<file path="config.mk">
export PLATFORM = sky130hd
export DESIGN_NAME = openram_seq_ctrl_flat
export DESIGN_NICKNAME = d
export VERILOG_FILES = /design/src/rtl/openram_seq_ctrl_pkg.sv /design/src/rtl/openram_seq_ctrl_if.sv /design/src/rtl/openram_dout_mux.sv /design/src/rtl/openram_seq_ctrl.sv /design/src/flat_wrapper.sv
export SDC_FILE = /design/constraint.sdc
export NUM_CORES = 1
export LEC_CHECK = 0
export CORE_AREA = 3 3 548 550
export DETAILED_ROUTE_END_ITERATION = 16
export DIE_AREA = 0 0 551 553
export GPL_TIMING_DRIVEN = 0
export PLACE_DENSITY = 0.35
export SLEW_MARGIN = 20
export SYNTH_ARGS = -nofsm -noshare
export SYNTH_HDL_FRONTEND = slang
export SYNTH_HIERARCHICAL = 1
export SYNTH_SLANG_ARGS = --single-unit
</file>
<file path="constraint.sdc">
create_clock -name clk -period 4.3 [get_ports clk]
set_clock_uncertainty 0.15 [all_clocks]
set_input_delay 0.86 -clock clk [delete_from_list [all_inputs] [get_ports clk]]
set_output_delay 0.86 -clock clk [all_outputs]
set_load 0.02 [all_outputs]
</file>
<file path="src/rtl/openram_seq_ctrl_pkg.sv">
// Shared widths, register field offsets and sequencer state encoding for openram_seq_ctrl.
// Latency: n/a (types, constants and constant functions only).
// Backpressure: n/a.
package openram_seq_ctrl_pkg;

    // Select field width: at least one bit even for a single macro.
    function automatic int sel_w(input int num_srams);
        return ($clog2(num_srams) < 1) ? 1 : $clog2(num_srams);
    endfunction

    // One port slice is {addr, din, csb_en, web, wmask}.
    function automatic int port_w(input int addr_w, input int data_w, input int wmask_w);
        return addr_w + data_w + 2 + wmask_w;
    endfunction

    function automatic int total_w(input int num_srams, input int addr_w,
                                   input int data_w, input int wmask_w);
        return sel_w(num_srams) + 2 * port_w(addr_w, data_w, wmask_w);
    endfunction

    // Field offsets inside one port slice, counted from the slice LSB.
    localparam int WMASK_LSB = 0;

    function automatic int web_bit(input int wmask_w);
        return wmask_w;
    endfunction

    function automatic int csb_en_bit(input int wmask_w);
        return wmask_w + 1;
    endfunction

    function automatic int din_lsb(input int wmask_w);
        return wmask_w + 2;
    endfunction

    function automatic int addr_lsb(input int wmask_w, input int data_w);
        return wmask_w + 2 + data_w;
    endfunction

    typedef enum logic [2:0] {
        S_IDLE,
        S_ISSUE,
        S_WAIT,
        S_CAPTURE,
        S_DONE
    } state_t;

endpackage

</file>
<file path="src/rtl/openram_seq_ctrl_if.sv">
// Shared SRAM macro bus: broadcast addr/din/web/wmask, per-macro csb, flattened dout per port.
// Latency: wires only.
// Backpressure: none; macros are always ready.
// Ports: master = controller side (drives commands, reads dout); slave = macro array side.
interface openram_seq_ctrl_if #(
    parameter int NUM_SRAMS = 16,
    parameter int ADDR_W    = 16,
    parameter int DATA_W    = 32,
    parameter int WMASK_W   = 4
);
    logic [ADDR_W-1:0]           addr0;
    logic [DATA_W-1:0]           din0;
    logic                        web0;
    logic [WMASK_W-1:0]          wmask0;
    logic [NUM_SRAMS-1:0]        csb0;
    logic [NUM_SRAMS*DATA_W-1:0] dout0;
    logic [ADDR_W-1:0]           addr1;
    logic [DATA_W-1:0]           din1;
    logic                        web1;
    logic [WMASK_W-1:0]          wmask1;
    logic [NUM_SRAMS-1:0]        csb1;
    logic [NUM_SRAMS*DATA_W-1:0] dout1;

    modport master (
        output addr0, din0, web0, wmask0, csb0,
        output addr1, din1, web1, wmask1, csb1,
        input  dout0, dout1
    );

    modport slave (
        input  addr0, din0, web0, wmask0, csb0,
        input  addr1, din1, web1, wmask1, csb1,
        output dout0, dout1
    );
endinterface

</file>
<file path="src/rtl/openram_dout_mux.sv">
// Selects one macro's read data out of a flattened NUM_SRAMS*DATA_W bus; out-of-range select gives 0.
// Latency: combinational.
// Backpressure: none.
// Ports: dout (flattened read data, macro i at [i*DATA_W +: DATA_W]), sel, rd_dat (selected word).
module openram_dout_mux #(
    parameter int NUM_SRAMS = 16,
    parameter int DATA_W    = 32,
    parameter int SEL_W     = 4
) (
    input  logic [NUM_SRAMS*DATA_W-1:0] dout,
    input  logic [SEL_W-1:0]            sel,
    output logic [DATA_W-1:0]           rd_dat
);

    always_comb begin
        rd_dat = '0;
        for (int i = 0; i < NUM_SRAMS; i++) begin
            if (int'(sel) == i) begin
                rd_dat = dout[i*DATA_W +: DATA_W];
            end
        end
    end

endmodule

</file>
<file path="src/rtl/openram_seq_ctrl.sv">
// Scan/parallel-loadable two-port SRAM command register plus a one-shot access sequencer.
// Latency: start -> one-cycle csb in ISSUE -> capture READ_LAT cycles later -> done pulse next cycle.
// Backpressure: start, scan_en and load_en are ignored while busy; start also loses to scan_en/load_en.
// Ports: clk/reset (sync, active-high); scan_en/scan_in/scan_out serial access; load_en/load_data
//        parallel load; start/busy/done/sel_err status; reg_out register view; sram = macro bus.
//        READ_LAT must be at least 1.
module openram_seq_ctrl
    import openram_seq_ctrl_pkg::*;
#(
    parameter int NUM_SRAMS = 16,
    parameter int ADDR_W    = 16,
    parameter int DATA_W    = 32,
    parameter int WMASK_W   = 4,
    parameter int READ_LAT  = 1,
    localparam int TOTAL_W  = total_w(NUM_SRAMS, ADDR_W, DATA_W, WMASK_W)
) (
    input  logic               clk,
    input  logic               reset,
    input  logic               scan_en,
    input  logic               scan_in,
    output logic               scan_out,
    input  logic               load_en,
    input  logic [TOTAL_W-1:0] load_data,
    input  logic               start,
    output logic               busy,
    output logic               done,
    output logic               sel_err,
    output logic [TOTAL_W-1:0] reg_out,
    openram_seq_ctrl_if.master sram
);

    localparam int SEL_W    = sel_w(NUM_SRAMS);
    localparam int PORT_W   = port_w(ADDR_W, DATA_W, WMASK_W);
    localparam int P0_LSB   = PORT_W;
    localparam int P1_LSB   = 0;
    localparam int WEB_B    = web_bit(WMASK_W);
    localparam int CSB_EN_B = csb_en_bit(WMASK_W);
    localparam int DIN_L    = din_lsb(WMASK_W);
    localparam int ADDR_L   = addr_lsb(WMASK_W, DATA_W);
    localparam int CNT_W    = $clog2(READ_LAT + 1);

    logic [TOTAL_W-1:0]   cmd_q;
    logic [SEL_W-1:0]     sel;
    logic [PORT_W-1:0]    p0;
    logic [PORT_W-1:0]    p1;
    logic [DATA_W-1:0]    rd0;
    logic [DATA_W-1:0]    rd1;
    logic [NUM_SRAMS-1:0] csb0_c;
    logic [NUM_SRAMS-1:0] csb1_c;
    logic [CNT_W-1:0]     cnt;
    state_t               state;
    state_t               state_nxt;

    assign sel = cmd_q[TOTAL_W-1 -: SEL_W];
    assign p0  = cmd_q[P0_LSB +: PORT_W];
    assign p1  = cmd_q[P1_LSB +: PORT_W];

    assign sel_err  = (int'(sel) >= NUM_SRAMS);
    assign scan_out = cmd_q[TOTAL_W-1];
    assign reg_out  = cmd_q;

    assign sram.addr0  = p0[ADDR_L +: ADDR_W];
    assign sram.din0   = p0[DIN_L +: DATA_W];
    assign sram.web0   = p0[WEB_B];
    assign sram.wmask0 = p0[WMASK_LSB +: WMASK_W];
    assign sram.csb0   = csb0_c;
    assign sram.addr1  = p1[ADDR_L +: ADDR_W];
    assign sram.din1   = p1[DIN_L +: DATA_W];
    assign sram.web1   = p1[WEB_B];
    assign sram.wmask1 = p1[WMASK_LSB +: WMASK_W];
    assign sram.csb1   = csb1_c;

    openram_dout_mux #(.NUM_SRAMS(NUM_SRAMS), .DATA_W(DATA_W), .SEL_W(SEL_W)) u_mux0 (
        .dout   (sram.dout0),
        .sel    (sel),
        .rd_dat (rd0)
    );

    openram_dout_mux #(.NUM_SRAMS(NUM_SRAMS), .DATA_W(DATA_W), .SEL_W(SEL_W)) u_mux1 (
        .dout   (sram.dout1),
        .sel    (sel),
        .rd_dat (rd1)
    );

    always_ff @(posedge clk) begin
        if (reset) begin
            state <= S_IDLE;
        end else begin
            state <= state_nxt;
        end
    end

    // WAIT spans READ_LAT-1 cycles: cnt counts 0..READ_LAT-2 inside it.
    always_ff @(posedge clk) begin
        if (reset || state == S_ISSUE) begin
            cnt <= '0;
        end else if (state == S_WAIT) begin
            cnt <= cnt + CNT_W'(1);
        end
    end

    always_comb begin
        state_nxt = state;
        busy      = 1'b1;
        done      = 1'b0;
        csb0_c    = '1;
        csb1_c    = '1;
        case (state)
            S_IDLE: begin
                busy = 1'b0;
                if (start && !scan_en && !load_en) begin
                    state_nxt = S_ISSUE;
                end
            end
            S_ISSUE: begin
                // A bad select never reaches the array.
                if (!sel_err) begin
                    csb0_c[sel] = p0[CSB_EN_B];
                    csb1_c[sel] = p1[CSB_EN_B];
                end
                state_nxt = (READ_LAT == 1) ? S_CAPTURE : S_WAIT;
            end
            S_WAIT: begin
                if (cnt == CNT_W'(READ_LAT - 2)) begin
                    state_nxt = S_CAPTURE;
                end
            end
            S_CAPTURE: state_nxt = S_DONE;
            S_DONE: begin
                done      = 1'b1;
                state_nxt = S_IDLE;
            end
            default: state_nxt = S_IDLE;
        endcase
    end

    // Host access only in IDLE; the sequencer only ever rewrites din fields of read ports.
    // The mux returns 0 for an out-of-range select, which covers the sel_err capture.
    always_ff @(posedge clk) begin
        if (reset) begin
            cmd_q <= '0;
        end else if (state == S_IDLE) begin
            if (scan_en) begin
                cmd_q <= {cmd_q[TOTAL_W-2:0], scan_in};
            end else if (load_en) begin
                cmd_q <= load_data;
            end
        end else if (state == S_CAPTURE) begin
            if (!p0[CSB_EN_B] && p0[WEB_B]) begin
                cmd_q[P0_LSB + DIN_L +: DATA_W] <= rd0;
            end
            if (!p1[CSB_EN_B] && p1[WEB_B]) begin
                cmd_q[P1_LSB + DIN_L +: DATA_W] <= rd1;
            end
        end
    end

endmodule

</file>
<file path="src/flat_wrapper.sv">
// flat-port wrapper written by rule: the top's interface ports become plain ports
module openram_seq_ctrl_flat import openram_seq_ctrl_pkg::*;
#(
    parameter int NUM_SRAMS = 16,
    parameter int ADDR_W    = 16,
    parameter int DATA_W    = 32,
    parameter int WMASK_W   = 4,
    parameter int READ_LAT  = 1,
    localparam int TOTAL_W  = total_w(NUM_SRAMS, ADDR_W, DATA_W, WMASK_W)
)
  (clk, reset, scan_en, scan_in, scan_out, load_en, load_data, start, busy, done, sel_err, reg_out, sram_addr0, sram_din0, sram_web0, sram_wmask0, sram_csb0, sram_addr1, sram_din1, sram_web1, sram_wmask1, sram_csb1, sram_dout0, sram_dout1);
  openram_seq_ctrl_if #(.NUM_SRAMS(NUM_SRAMS), .ADDR_W(ADDR_W), .DATA_W(DATA_W), .WMASK_W(WMASK_W)) sram_i ();
  input  logic clk;
  input  logic reset;
  input  logic scan_en;
  input  logic scan_in;
  output logic scan_out;
  input  logic load_en;
  input  logic [TOTAL_W-1:0] load_data;
  input  logic start;
  output logic busy;
  output logic done;
  output logic sel_err;
  output logic [TOTAL_W-1:0] reg_out;
  output wire logic [$bits(sram_i.addr0)-1:0] sram_addr0;
  output wire logic [$bits(sram_i.din0)-1:0] sram_din0;
  output wire logic [$bits(sram_i.web0)-1:0] sram_web0;
  output wire logic [$bits(sram_i.wmask0)-1:0] sram_wmask0;
  output wire logic [$bits(sram_i.csb0)-1:0] sram_csb0;
  output wire logic [$bits(sram_i.addr1)-1:0] sram_addr1;
  output wire logic [$bits(sram_i.din1)-1:0] sram_din1;
  output wire logic [$bits(sram_i.web1)-1:0] sram_web1;
  output wire logic [$bits(sram_i.wmask1)-1:0] sram_wmask1;
  output wire logic [$bits(sram_i.csb1)-1:0] sram_csb1;
  input wire logic [$bits(sram_i.dout0)-1:0] sram_dout0;
  input wire logic [$bits(sram_i.dout1)-1:0] sram_dout1;
  assign sram_addr0 = sram_i.addr0;
  assign sram_din0 = sram_i.din0;
  assign sram_web0 = sram_i.web0;
  assign sram_wmask0 = sram_i.wmask0;
  assign sram_csb0 = sram_i.csb0;
  assign sram_addr1 = sram_i.addr1;
  assign sram_din1 = sram_i.din1;
  assign sram_web1 = sram_i.web1;
  assign sram_wmask1 = sram_i.wmask1;
  assign sram_csb1 = sram_i.csb1;
  assign sram_i.dout0 = sram_dout0;
  assign sram_i.dout1 = sram_dout1;
  openram_seq_ctrl #(.NUM_SRAMS(NUM_SRAMS), .ADDR_W(ADDR_W), .DATA_W(DATA_W), .WMASK_W(WMASK_W), .READ_LAT(READ_LAT)) u_core (.clk(clk), .reset(reset), .scan_en(scan_en), .scan_in(scan_in), .scan_out(scan_out), .load_en(load_en), .load_data(load_data), .start(start), .busy(busy), .done(done), .sel_err(sel_err), .reg_out(reg_out), .sram(sram_i));
endmodule
</file>
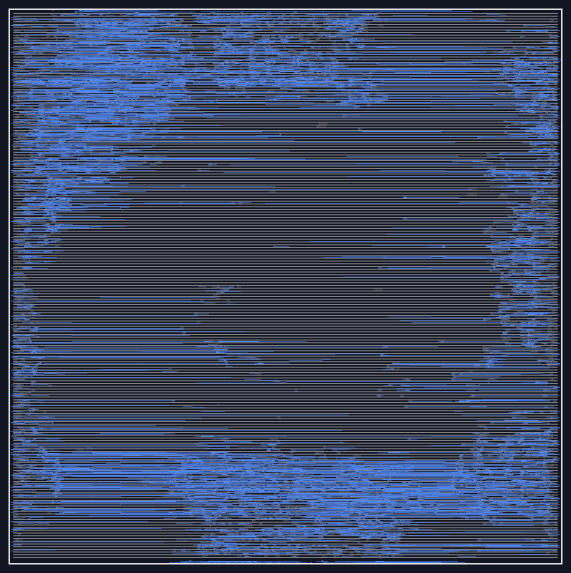
**Above:** met1 routing.
(1 px per um) Supply wires on this layer in gray.
main direction: horizontal
longest straight run: 400 um
wire length on this layer: 119 mm
nets with wire on the layer: 4,403
Global Route met1 Usage: 0.226
final WL: 278,000 um
vias post-DR: 27,500

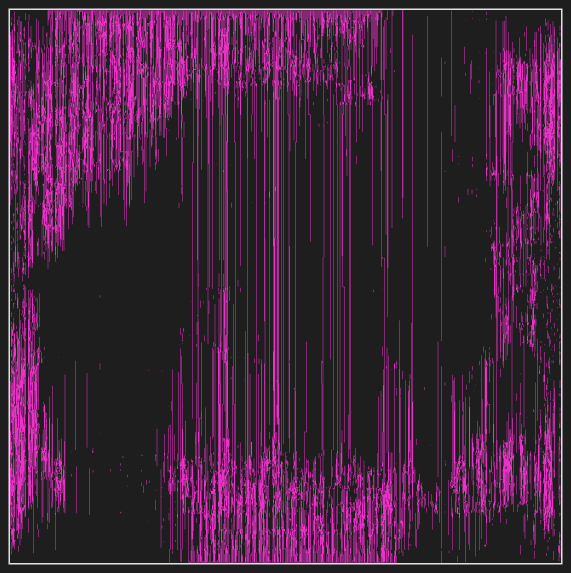
**Above:** signal wires on met2.
(1 px per um)
share of all routed wire: 43%
wire length on this layer: 121 mm
met2 Resource Use GR: 0.267

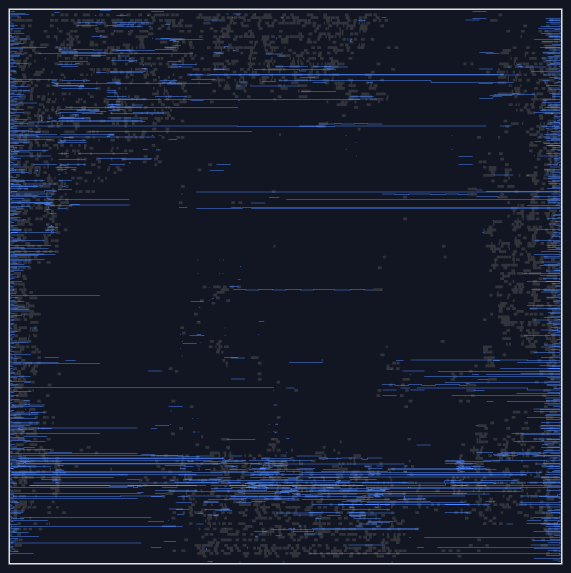
**Above:** met3 routing.
(1 px per um)
wire length on this layer: 30.1 mm
longest straight run: 364 um
share of all routed wire: 11%
main direction: horizontal

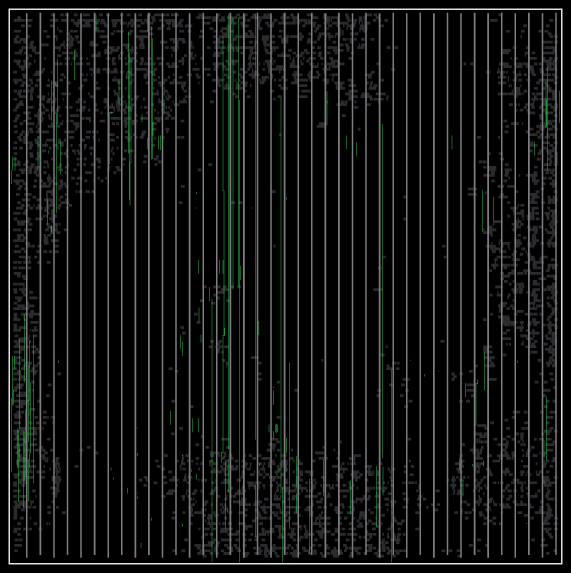
**Above:** M4 wires.
(1 px per um) Supply wires on this layer in gray.
main direction: vertical
wire length on this layer: 7,340 um
nets with wire on the layer: 132
share of all routed wire: 2.6%
longest straight run: 462 um

synthesized netlist by cell type (8+ instances only):
cell                        instances
sky130_fd_sc_hd__o31ai_1            8
sky130_fd_sc_hd__a31oi_1           20
sky130_fd_sc_hd__o221ai_1          50
sky130_fd_sc_hd__a2111oi_0         29
sky130_fd_sc_hd__a22oi_1           14
sky130_fd_sc_hd__o2bb2ai_1         46
sky130_fd_sc_hd__nand4_1           16
sky130_fd_sc_hd__o211ai_1          70
sky130_fd_sc_hd__clkbuf_1          70
sky130_fd_sc_hd__buf_6             25
sky130_fd_sc_hd__nand2_1          275
sky130_fd_sc_hd__a21o_1            29
sky130_fd_sc_hd__buf_2             94
sky130_fd_sc_hd__a222oi_1           8
sky130_fd_sc_hd__dfxtp_1          116
sky130_fd_sc_hd__nor2_1            94
sky130_fd_sc_hd__mux2i_1          234
sky130_fd_sc_hd__a21oi_1          210
sky130_fd_sc_hd__o22ai_1           38
sky130_fd_sc_hd__o21ai_0           78
sky130_fd_sc_hd__mux4_2            46
sky130_fd_sc_hd__a221oi_1          56
sky130_fd_sc_hd__nand3b_1         104
sky130_fd_sc_hd__nand2b_1          12
sky130_fd_sc_hd__mux2_2            24
sky130_fd_sc_hd__nor2b_1           38
sky130_fd_sc_hd__buf_4            154
sky130_fd_sc_hd__or3b_2            27
sky130_fd_sc_hd__buf_1              8
sky130_fd_sc_hd__and2_0             8
sky130_fd_sc_hd__a311oi_1           8
sky130_fd_sc_hd__a211oi_1          85
sky130_fd_sc_hd__a311o_1           16
sky130_fd_sc_hd__inv_1             94
sky130_fd_sc_hd__nand3_1           34
worst reg2reg max path, stage by stage, from the launching register on:
cell and delay, ns:
sky130_fd_sc_hd__dfxtp_2 0.44, sky130_fd_sc_hd__buf_4 0.28, sky130_fd_sc_hd__buf_4 0.23, sky130_fd_sc_hd__o21ai_2 0.98, sky130_fd_sc_hd__a211oi_1 0.20, sky130_fd_sc_hd__o31ai_1 1.26
sky130_fd_sc_hd__a31oi_1 0.27, sky130_fd_sc_hd__o211ai_1 0.28, sky130_fd_sc_hd__a21oi_1 0.09
worst paths after layout:
| path | from | endpoint | slack (ns) | cells past startpoint |
|---|---|---|---|---|
| setup reg to reg | u_core/reg_out[110]$_SDFFE_PP0P_ | u_core/reg_out[65]$_SDFFE_PP0P_ | -0.004 | 8 |
| hold / removal | u_core/reg_out[8]$_SDFFE_PP0P_ | u_core/reg_out[8]$_SDFFE_PP0P_ | 0.35 | 2 |
| setup / recovery | u_core/reg_out[110]$_SDFFE_PP0P_ | u_core/reg_out[65]$_SDFFE_PP0P_ | -0.004 | 8 |
| hold reg to reg | u_core/reg_out[8]$_SDFFE_PP0P_ | u_core/reg_out[8]$_SDFFE_PP0P_ | 0.35 | 2 |
metal layers:
metal,track usage,up-vias,share of wire
met5,0,-,0.0019
met4,0.0482,84,0.026
met3,0.0628,314,0.11
met2,0.267,1977,0.43
met1,0.226,13500,0.43
li1,-,11600,-
state kept, by name, summed over array words and instances, names as in the netlist:
name / flops
u_core/state: 3
u_core/cnt: 1
u_core/reg_out: 112
==> design notes <==
The run finished, with violations left. The checks that failed: capacitance limit, setup timing. The cell class with the largest area share was non-clock buffers. For the top-level I/O count, the log shows 1,396. The sequential share of cell area was 0.0621; the total congestion overflow after global routing was 0.

The slowest stage of the critical path is the sky130_fd_sc_hd__o31ai_1 cell. The run gives 165 for the initial antenna violation count. Per the synthesis report, the dominant area consumer among library cells is sky130_fd_sc_hd__mux2i_1. With the count of plain and timing-repair buffers at 1,756, the critical path arrival is 4.55 ns. The run gives 335,000 um as the wire length of the first global-routing pass. The area recorded from the Yosys report for this design is 17,400 um2.

Via density per instance: 3.55. The run gives -0.00351 ns as the minimum setup slack in the final design. Power attributed to sequential cells is 0.00220 W. The post-placement setup slack came out at -0.829 ns. With the non-clock buffer contribution to total cell area at 0.436, the overall power of the completed layout is 0.0182 W. The repair_antennas step left the layout with diodes totalling 59.

Per the layout report, the design carries 34,300 filler cells. Counting stages on the worst path, the most repeated cell is sky130_fd_sc_hd__buf_4. Post-synth tally of flip-flops with integrated enable: 0. Per the CTS log, the root buffer master is sky130_fd_sc_hd__clkbuf_16.

Excluding fillers, the count of instances in the completed layout stands at 7,738. The final critical-path share of the clock period was 1.00; the shortest clock period the worst path allows after layout was 4.30 ns. The logs give 4 for the H-tree depth and 1 for the number of max-cap violations.

The post-synthesis net count is 3,446, and the sequential cell area is 2340 um2. With the total count of hold-check failures in the final report at 0, the detailed-route DRC error count is 0. The logic gate share of total power came out at 0.780. The run gives 0.194 for the post-synthesis simple-gate area fraction.

Global routing usage summed across all routing layers: 0.173. Post-CTS repair ended up resizing 34 cells. The die boundary height came out at 553 um. The run gives 0.121 as the part of the total power dissipated in sequential elements. The count of warning messages emitted by the tools came out at 26. The run gives 17,400 um2 as the netlist area before placement. With the power share of the clock group at 0.099, the parity-gate share of the synthesized area counting xor and xnor cells is 0.000503. The share of cells above drive strength 1 works out to 0.130. STA classifies the critical path endpoint as a flop. The core region is 296,000 um2.

Synthesis produced 2,304 cells. The finished cells cover 37,600 um2. For the flip-flop and latch count, the log shows 116.

In this run, placement finished with an instance count of 7,645. The area fraction of the dominant cell type after synthesis is 0.134. The multiplexer share of the synthesized area was 0.209. Synthesis inferred 116 register bits. For this run, the detailed router's first-pass iteration total came to 7. For reference, the top logic cell family by area is AND-OR/OR-AND gates. The tools report the count of multi-input gates as 1,738. The and-or/or-and share of the synthesized area is 0.315. The kind of cell with the highest combined delay along the critical path is AND-OR/OR-AND gates. Per the post-CTS timing run, clock transition at the registers of the reported paths is 0.08 ns. Setup total negative slack on the finished layout was measured at -0.00351 ns.

The logs give 1 for the count of final setup violators and 0.00180 W for the power attributed to the clock group. For the power in combinational cells, the log shows 0.0142 W. By instance count after routing, the leading logic cell type is sky130_fd_sc_hd__clkdlybuf4s50_1. The highest supply drop recorded on VDD is 0.213 mV. The clock tree buffer count of the final layout is 32.

After clock tree synthesis, the flow added hold-fix buffers numbering 0. In the layout the commonest cells are sky130_fd_sc_hd__clkdlybuf4s50_1, sky130_fd_sc_hd__nand2_1, sky130_fd_sc_hd__mux2i_1. Final hold analysis gives a worst-case slack of 0.350 ns. Entering global routing, the biggest net connects 18 pins. The die footprint came out at 305,000 um2.

TritonCTS built the clock tree. The run gives 1.26 ns for the longest individual stage delay on the worst path. At the end of routability-driven placement, the weighted congestion stood at 0.918.
No activity file was given, so power comes from the tool's default toggle rates.
